### src/rtl/ctrl_sequencer_pkg.sv
// ctrl_sequencer_pkg: shared types and constants for the control sequencer.
//   op_t          - opcode encodings of the 9-bit accumulator core
//   ctrl_state_t  - run/halt FSM states
//   dec_t         - enable bundle produced by the opcode decoder
//   HALT_INSTR    - all-ones instruction, overrides MOV
//   DEF_TAP_ADDR  - default data-memory address that selects the tap path
package ctrl_sequencer_pkg;

    localparam int unsigned DEF_IW       = 9;
    localparam int unsigned DEF_TAP_ADDR = 62;
    localparam logic [DEF_IW-1:0] HALT_INSTR = 9'h1FF;

    typedef enum logic [2:0] {
        OP_LOAD   = 3'b000,
        OP_STORE  = 3'b001,
        OP_AND    = 3'b010,
        OP_XOR    = 3'b011,
        OP_ROL    = 3'b100,
        OP_BRANCH = 3'b101,
        OP_SET    = 3'b110,
        OP_MOV    = 3'b111
    } op_t;

    typedef enum logic [2:0] {
        IDLE     = 3'd0,
        EXEC     = 3'd1,
        MEM_WAIT = 3'd2,
        WB       = 3'd3,
        HALT     = 3'd4
    } ctrl_state_t;

    typedef struct packed {
        logic reg_wr;
        logic mem_wr;
        logic mem_rd;
        logic imm;
        logic branch;
        logic pc_inc;
        logic is_load;
        logic is_halt;
    } dec_t;

endpackage

### src/rtl/ctrl_sequencer_if.sv
// ctrl_sequencer_if: bundle between the sequencer and its environment
// (instruction ROM, fetch unit, reg_file, data memory).
//   master : drives Start/Instruction/DatMemAddr/BranchFlag, observes controls
//   slave  : the sequencer itself
interface ctrl_sequencer_if
    import ctrl_sequencer_pkg::*;
#(
    parameter int unsigned IW  = DEF_IW,
    parameter int unsigned OPW = 3,
    parameter int unsigned TW  = IW - OPW,
    parameter int unsigned AW  = 8,
    parameter int unsigned CW  = 16
);
    logic           Start;
    logic [IW-1:0]  Instruction;
    logic [AW-1:0]  DatMemAddr;
    logic           BranchFlag;
    logic           PCInc;
    logic           Branch;
    logic [TW-1:0]  PCTarg;
    logic           RegWrEn;
    logic           MemWrEn;
    logic           MemRdEn;
    logic           LoadInst;
    logic           Immediate;
    logic           TapSel;
    logic [OPW-1:0] RegWriteIndex;
    logic           Busy;
    logic           Ack;
    logic [CW-1:0]  InstCount;

    modport master (
        output Start, Instruction, DatMemAddr, BranchFlag,
        input  PCInc, Branch, PCTarg, RegWrEn, MemWrEn, MemRdEn, LoadInst,
               Immediate, TapSel, RegWriteIndex, Busy, Ack, InstCount
    );

    modport slave (
        input  Start, Instruction, DatMemAddr, BranchFlag,
        output PCInc, Branch, PCTarg, RegWrEn, MemWrEn, MemRdEn, LoadInst,
               Immediate, TapSel, RegWriteIndex, Busy, Ack, InstCount
    );
endinterface

### src/rtl/ctrl_sequencer_decode.sv
// ctrl_decode: pure combinational opcode -> enable-bundle decode.
//   instr       : current instruction word
//   branch_flag : ALU condition, used only when CTRL_COND_BRANCH_EN is defined
//   dec         : enable bundle for the EXEC cycle
// Macro CTRL_COND_BRANCH_EN makes BRANCH conditional on branch_flag.
module ctrl_decode
    import ctrl_sequencer_pkg::*;
#(
    parameter int unsigned IW  = DEF_IW,
    parameter int unsigned OPW = 3
) (
    input  logic [IW-1:0] instr,
    input  logic          branch_flag,
    output dec_t          dec
);
    op_t op;
    assign op = op_t'(instr[IW-1 -: OPW]);

`ifndef CTRL_COND_BRANCH_EN
    logic unused_branch_flag;
    assign unused_branch_flag = branch_flag;
`endif

    // All-ones word is HALT and wins over the MOV decode.
    always_comb begin
        dec = '0;
        if (&instr) begin
            dec.is_halt = 1'b1;
        end else begin
            case (op)
                OP_LOAD:  begin dec.mem_rd = 1'b1; dec.is_load = 1'b1; end
                OP_STORE: begin dec.mem_wr = 1'b1; dec.pc_inc = 1'b1; end
                OP_SET:   begin dec.reg_wr = 1'b1; dec.imm = 1'b1; dec.pc_inc = 1'b1; end
                OP_BRANCH: begin
`ifdef CTRL_COND_BRANCH_EN
                    dec.branch = branch_flag;
                    dec.pc_inc = ~branch_flag;
`else
                    dec.branch = 1'b1;
`endif
                end
                default:  begin dec.reg_wr = 1'b1; dec.pc_inc = 1'b1; end
            endcase
        end
    end
endmodule

### src/rtl/ctrl_sequencer.sv
// ctrl_sequencer: multi-cycle control unit for the 9-bit accumulator core.
//   Clk, Reset : clock and synchronous active-high reset
//   bus        : slave side of ctrl_sequencer_if (Start/Instruction/
//                DatMemAddr/BranchFlag in; fetch, reg_file and memory
//                enables, Busy/Ack status and InstCount out)
// Run/halt FSM with a MEM_LAT-cycle load wait. Control outputs are
// combinational from state and Instruction; InstCount is registered.
// Macro CTRL_COND_BRANCH_EN (in ctrl_decode) makes BRANCH conditional.
module ctrl_sequencer
    import ctrl_sequencer_pkg::*;
#(
    parameter int unsigned IW       = DEF_IW,
    parameter int unsigned OPW      = 3,
    parameter int unsigned TW       = IW - OPW,
    parameter int unsigned AW       = 8,
    parameter int unsigned MEM_LAT  = 1,
    parameter int unsigned TAP_ADDR = DEF_TAP_ADDR,
    parameter int unsigned CW       = 16
) (
    input  logic          Clk,
    input  logic          Reset,
    ctrl_sequencer_if.slave bus
);
    localparam logic [AW-1:0] TAP        = AW'(TAP_ADDR);
    localparam logic [2:0]    WAIT_INIT  = (MEM_LAT == 0) ? 3'd0 : 3'(MEM_LAT - 1);

    ctrl_state_t   state;
    logic [2:0]    wait_cnt;
    logic [CW-1:0] inst_count;
    dec_t          dec;
    logic          retire;

    ctrl_decode #(.IW(IW), .OPW(OPW)) u_decode (
        .instr       (bus.Instruction),
        .branch_flag (bus.BranchFlag),
        .dec         (dec)
    );

    // A LOAD retires in WB; HALT never retires.
    assign retire = ((state == EXEC) && !dec.is_load && !dec.is_halt) || (state == WB);

    // State register, load-wait counter and retired-instruction counter.
    always_ff @(posedge Clk) begin
        if (Reset) begin
            state      <= IDLE;
            wait_cnt   <= 3'd0;
            inst_count <= '0;
        end else begin
            if (retire) inst_count <= inst_count + CW'(1);
            case (state)
                IDLE, HALT: if (bus.Start) state <= EXEC;
                EXEC: begin
                    if (dec.is_halt) begin
                        state <= HALT;
                    end else if (dec.is_load) begin
                        state    <= (MEM_LAT == 0) ? WB : MEM_WAIT;
                        wait_cnt <= WAIT_INIT;
                    end
                end
                MEM_WAIT: begin
                    if (wait_cnt == 3'd0) state <= WB;
                    else                  wait_cnt <= wait_cnt - 3'd1;
                end
                WB:      state <= EXEC;
                default: state <= IDLE;
            endcase
        end
    end

    // Control outputs: only EXEC and WB drive enables.
    always_comb begin
        bus.PCInc     = 1'b0;
        bus.Branch    = 1'b0;
        bus.PCTarg    = '0;
        bus.RegWrEn   = 1'b0;
        bus.MemWrEn   = 1'b0;
        bus.MemRdEn   = 1'b0;
        bus.LoadInst  = 1'b0;
        bus.Immediate = 1'b0;
        bus.TapSel    = 1'b0;
        case (state)
            EXEC: begin
                bus.PCInc     = dec.pc_inc;
                bus.Branch    = dec.branch;
                bus.PCTarg    = dec.branch ? bus.Instruction[TW-1:0] : '0;
                bus.RegWrEn   = dec.reg_wr;
                bus.MemWrEn   = dec.mem_wr;
                bus.MemRdEn   = dec.mem_rd;
                bus.Immediate = dec.imm;
            end
            WB: begin
                bus.PCInc    = 1'b1;
                bus.RegWrEn  = 1'b1;
                bus.LoadInst = 1'b1;
                bus.TapSel   = (bus.DatMemAddr == TAP);
            end
            default: ;
        endcase
    end

    assign bus.RegWriteIndex = bus.Instruction[IW-1 -: OPW];
    assign bus.Busy          = (state == EXEC) || (state == MEM_WAIT) || (state == WB);
    assign bus.Ack           = (state == HALT);
    assign bus.InstCount     = inst_count;
endmodule

### src/flat_wrapper.sv
// flat-port wrapper written by rule: the top's interface ports become plain ports
module ctrl_sequencer_flat import ctrl_sequencer_pkg::*;
#(
    parameter int unsigned IW       = DEF_IW,
    parameter int unsigned OPW      = 3,
    parameter int unsigned TW       = IW - OPW,
    parameter int unsigned AW       = 8,
    parameter int unsigned MEM_LAT  = 1,
    parameter int unsigned TAP_ADDR = DEF_TAP_ADDR,
    parameter int unsigned CW       = 16
)
  (Clk, Reset, bus_Start, bus_Instruction, bus_DatMemAddr, bus_BranchFlag, bus_PCInc, bus_Branch, bus_PCTarg, bus_RegWrEn, bus_MemWrEn, bus_MemRdEn, bus_LoadInst, bus_Immediate, bus_TapSel, bus_RegWriteIndex, bus_Busy, bus_Ack, bus_InstCount);
  ctrl_sequencer_if #(.IW(IW), .OPW(OPW), .TW(TW), .AW(AW), .CW(CW)) bus_i ();
  input  logic Clk;
  input  logic Reset;
  input wire logic [$bits(bus_i.Start)-1:0] bus_Start;
  input wire logic [$bits(bus_i.Instruction)-1:0] bus_Instruction;
  input wire logic [$bits(bus_i.DatMemAddr)-1:0] bus_DatMemAddr;
  input wire logic [$bits(bus_i.BranchFlag)-1:0] bus_BranchFlag;
  output wire logic [$bits(bus_i.PCInc)-1:0] bus_PCInc;
  output wire logic [$bits(bus_i.Branch)-1:0] bus_Branch;
  output wire logic [$bits(bus_i.PCTarg)-1:0] bus_PCTarg;
  output wire logic [$bits(bus_i.RegWrEn)-1:0] bus_RegWrEn;
  output wire logic [$bits(bus_i.MemWrEn)-1:0] bus_MemWrEn;
  output wire logic [$bits(bus_i.MemRdEn)-1:0] bus_MemRdEn;
  output wire logic [$bits(bus_i.LoadInst)-1:0] bus_LoadInst;
  output wire logic [$bits(bus_i.Immediate)-1:0] bus_Immediate;
  output wire logic [$bits(bus_i.TapSel)-1:0] bus_TapSel;
  output wire logic [$bits(bus_i.RegWriteIndex)-1:0] bus_RegWriteIndex;
  output wire logic [$bits(bus_i.Busy)-1:0] bus_Busy;
  output wire logic [$bits(bus_i.Ack)-1:0] bus_Ack;
  output wire logic [$bits(bus_i.InstCount)-1:0] bus_InstCount;
  assign bus_i.Start = bus_Start;
  assign bus_i.Instruction = bus_Instruction;
  assign bus_i.DatMemAddr = bus_DatMemAddr;
  assign bus_i.BranchFlag = bus_BranchFlag;
  assign bus_PCInc = bus_i.PCInc;
  assign bus_Branch = bus_i.Branch;
  assign bus_PCTarg = bus_i.PCTarg;
  assign bus_RegWrEn = bus_i.RegWrEn;
  assign bus_MemWrEn = bus_i.MemWrEn;
  assign bus_MemRdEn = bus_i.MemRdEn;
  assign bus_LoadInst = bus_i.LoadInst;
  assign bus_Immediate = bus_i.Immediate;
  assign bus_TapSel = bus_i.TapSel;
  assign bus_RegWriteIndex = bus_i.RegWriteIndex;
  assign bus_Busy = bus_i.Busy;
  assign bus_Ack = bus_i.Ack;
  assign bus_InstCount = bus_i.InstCount;
  ctrl_sequencer #(.IW(IW), .OPW(OPW), .TW(TW), .AW(AW), .MEM_LAT(MEM_LAT), .TAP_ADDR(TAP_ADDR), .CW(CW)) u_core (.Clk(Clk), .Reset(Reset), .bus(bus_i));
endmodule
### config.mk
export PLATFORM = sky130hd
export DESIGN_NAME = ctrl_sequencer_flat
export DESIGN_NICKNAME = d
export VERILOG_FILES = /design/src/rtl/ctrl_sequencer_pkg.sv /design/src/rtl/ctrl_sequencer_if.sv /design/src/rtl/ctrl_sequencer_decode.sv /design/src/rtl/ctrl_sequencer.sv /design/src/flat_wrapper.sv
export SDC_FILE = /design/constraint.sdc
export NUM_CORES = 1
export LEC_CHECK = 0
export CAP_MARGIN = 15
export CORE_ASPECT_RATIO = 2
export CORE_MARGIN = 2
export CORE_UTILIZATION = 45
export CTS_BUF_LIST = sky130_fd_sc_hd__clkbuf_16
export CTS_CLUSTER_DIAMETER = 60
export DETAILED_ROUTE_END_ITERATION = 6
export GPL_ROUTABILITY_DRIVEN = 0
export PLACE_DENSITY = 0.84
export SLEW_MARGIN = 20
export SYNTH_ARGS = -nofsm -noshare
export SYNTH_HDL_FRONTEND = slang
export SYNTH_HIERARCHICAL = 1
export SYNTH_SLANG_ARGS = --single-unit
### constraint.sdc
create_clock -name Clk -period 2.6 [get_ports Clk]
set_input_delay 0.39 -clock Clk [delete_from_list [all_inputs] [get_ports Clk]]
set_output_delay 0.39 -clock Clk [all_outputs]
set_load 0.01 [all_outputs]
==> images/detail.png <==
Scale bar: 5 µm. Region (21, 50) to (41, 70) µm. Cells in gray, sequential cells in the stronger gray; small squares are vias.
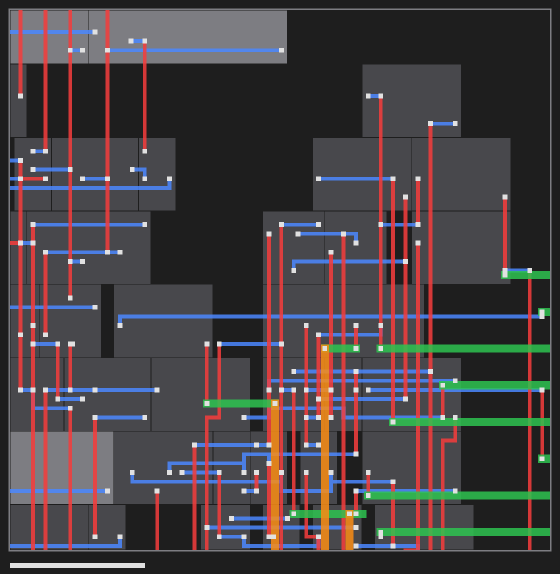
color	layer
green	metal 3
blue	metal 1
orange	metal 4
red	metal 2
sequential cells in the window	2
most frequent	clkdlybuf4s50_1 (9), nor2_1 (4), nand2_1 (3)
cells with their middle in the window	31
netlist names of flops here include	`u_core/bus.InstCount` (2)

==> images/wires.png <==
Scale bar: 10 µm. Two of the layers only.
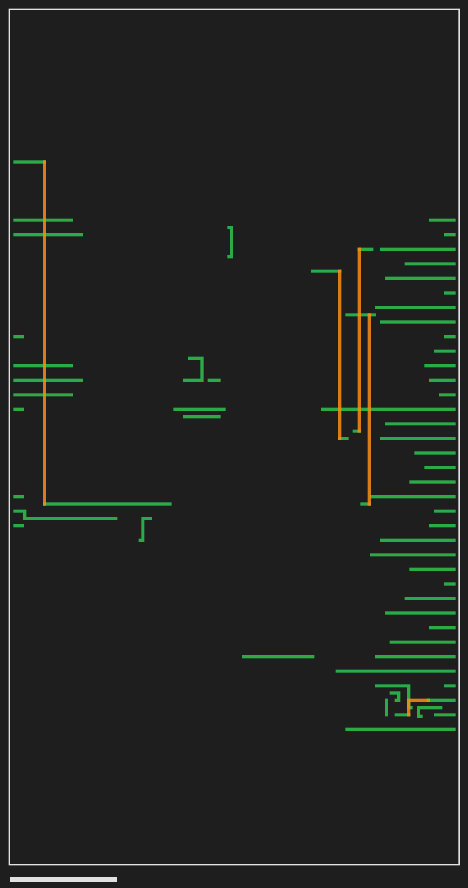
color	layer	wire length
green	metal 3	265 µm
orange	metal 4	85.5 µm
WL/cell: 15.32 µm
Total Routed Length: 3691 µm

==> images/congestion.png <==
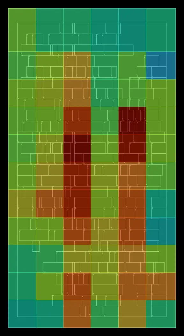
global-route usage over all layers: 0.2317
GRT Max-Usage Layer: met2
GR Util met1: 0.2154

==> images/metal_density.png <==
8 x 16 tiles, from white (low) to dark blue (high), scaled to the fullest tile. Values are wire area over tile area, all layers added.
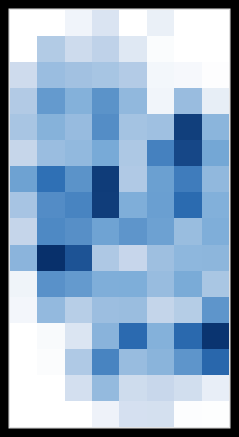
emptiest ninth of the die	lower left
mean over tiles	0.18
fullest tile	0.50
tiles over half the peak	27%
nearly empty tiles	15%
routed vias: 1386

==> impl_metrics.toml <==
# physical design summary
[outcome]
status = "finished, final reports clean"

[pwr]
ir_worst_vdd_v = 0.0005799
comb_power_uw = 123
swShare = 0.2202
p_leak_uw = 0.0007178
seq_power_uw = 347

[critical_path]
path_class = "input pin to output pin"
worstPathCellList = "clkdlybuf4s50_1 -> nand2_1 -> nor2_1 -> and3_1 -> clkdlybuf4s50_1"
critical_path.endpoint_type = "output pin"
cp_max_fo = 8
r2r-end = "u_core/wait_cnt[2]$_SDFFE_PP0P_"
arrival_ns = 2.17
worstPathRequired_ns = 2.21

[logic_synthesis]
synth-edff-count = 0
logic_family = "simple AND/OR/NAND/NOR gates"
synthAoiAreaFrac = 0.1103
top_cells_by_area = "dfxtp_1, nor2_1, xor2_1"
synth_seq_share = 0.3404
ff_type = "dfxtp_1"
ys_cells = 159
ys_area_mm2 = 0.001294

[sta]
report.final.slew_viol_count = 0
maxSlewHeadroom = 0.4575
timing.fmax_mhz = 390.6
min_period_over_period = 0.9848
setup_viol = 0
hold_viol = 0
fin_tns_setup_ns = 0

[cells_and_area]
stdcell_count = 241
diodes = 0
seq_area_um2 = 440.4
final_layout_size_suffix_gt1_frac = 0.07547
lay_top_count = "clkdlybuf4s50_1"
fill_cells = 205
comb_area_um2 = 790.8

[worst_hold_path]
min_delay_path_depth = 2
hp-class = "flop to flop"

[placement]
dp_cells = 237
place_ws_ns = 0.06415
place_area_mm2 = 0.001846

[floorplanning]
fp.dieW_um = 41.92
core_mm2 = 0.002736
io_pins = 56
std_cell_rows = 27

[clock_tree]
cts_sinks = 22
cts_buffers = 3
cts_setup_buffers = 0
cts_tree = "built"

[routing]
drc = 0
detail-route-antenna-nets = 0

[global_routing]
grt_first_pass_wirelength_um = 6058
grt_max_degree = 23
layer usage:
metal / track usage / up-vias / share of wire
met5: 0 / - / 0
met4: 0.1129 / 0 / 0.023
met3: 0.04525 / 10 / 0.072
met2: 0.4563 / 76 / 0.55
met1: 0.2154 / 638 / 0.36
li1: - / 662 / -
cell type report:
| type | count | area share |
|---|---|---|
| Clock buffer | 3 | 0.03878 |
| Clock inverter | 1 | 0.001939 |
| Inverter | 5 | 0.009696 |
| Multi-Input combinational cell | 123 | 0.4085 |
| Sequential cell | 22 | 0.2275 |
| Tap cell | 29 | 0.01875 |
| Timing Repair Buffer | 58 | 0.2948 |
worst max-delay path: cells and delay by family:
kind | cells | cell delay, ns
buffers and inverters | 2 | 1.14
and+or+nand+nor | 3 | 0.65
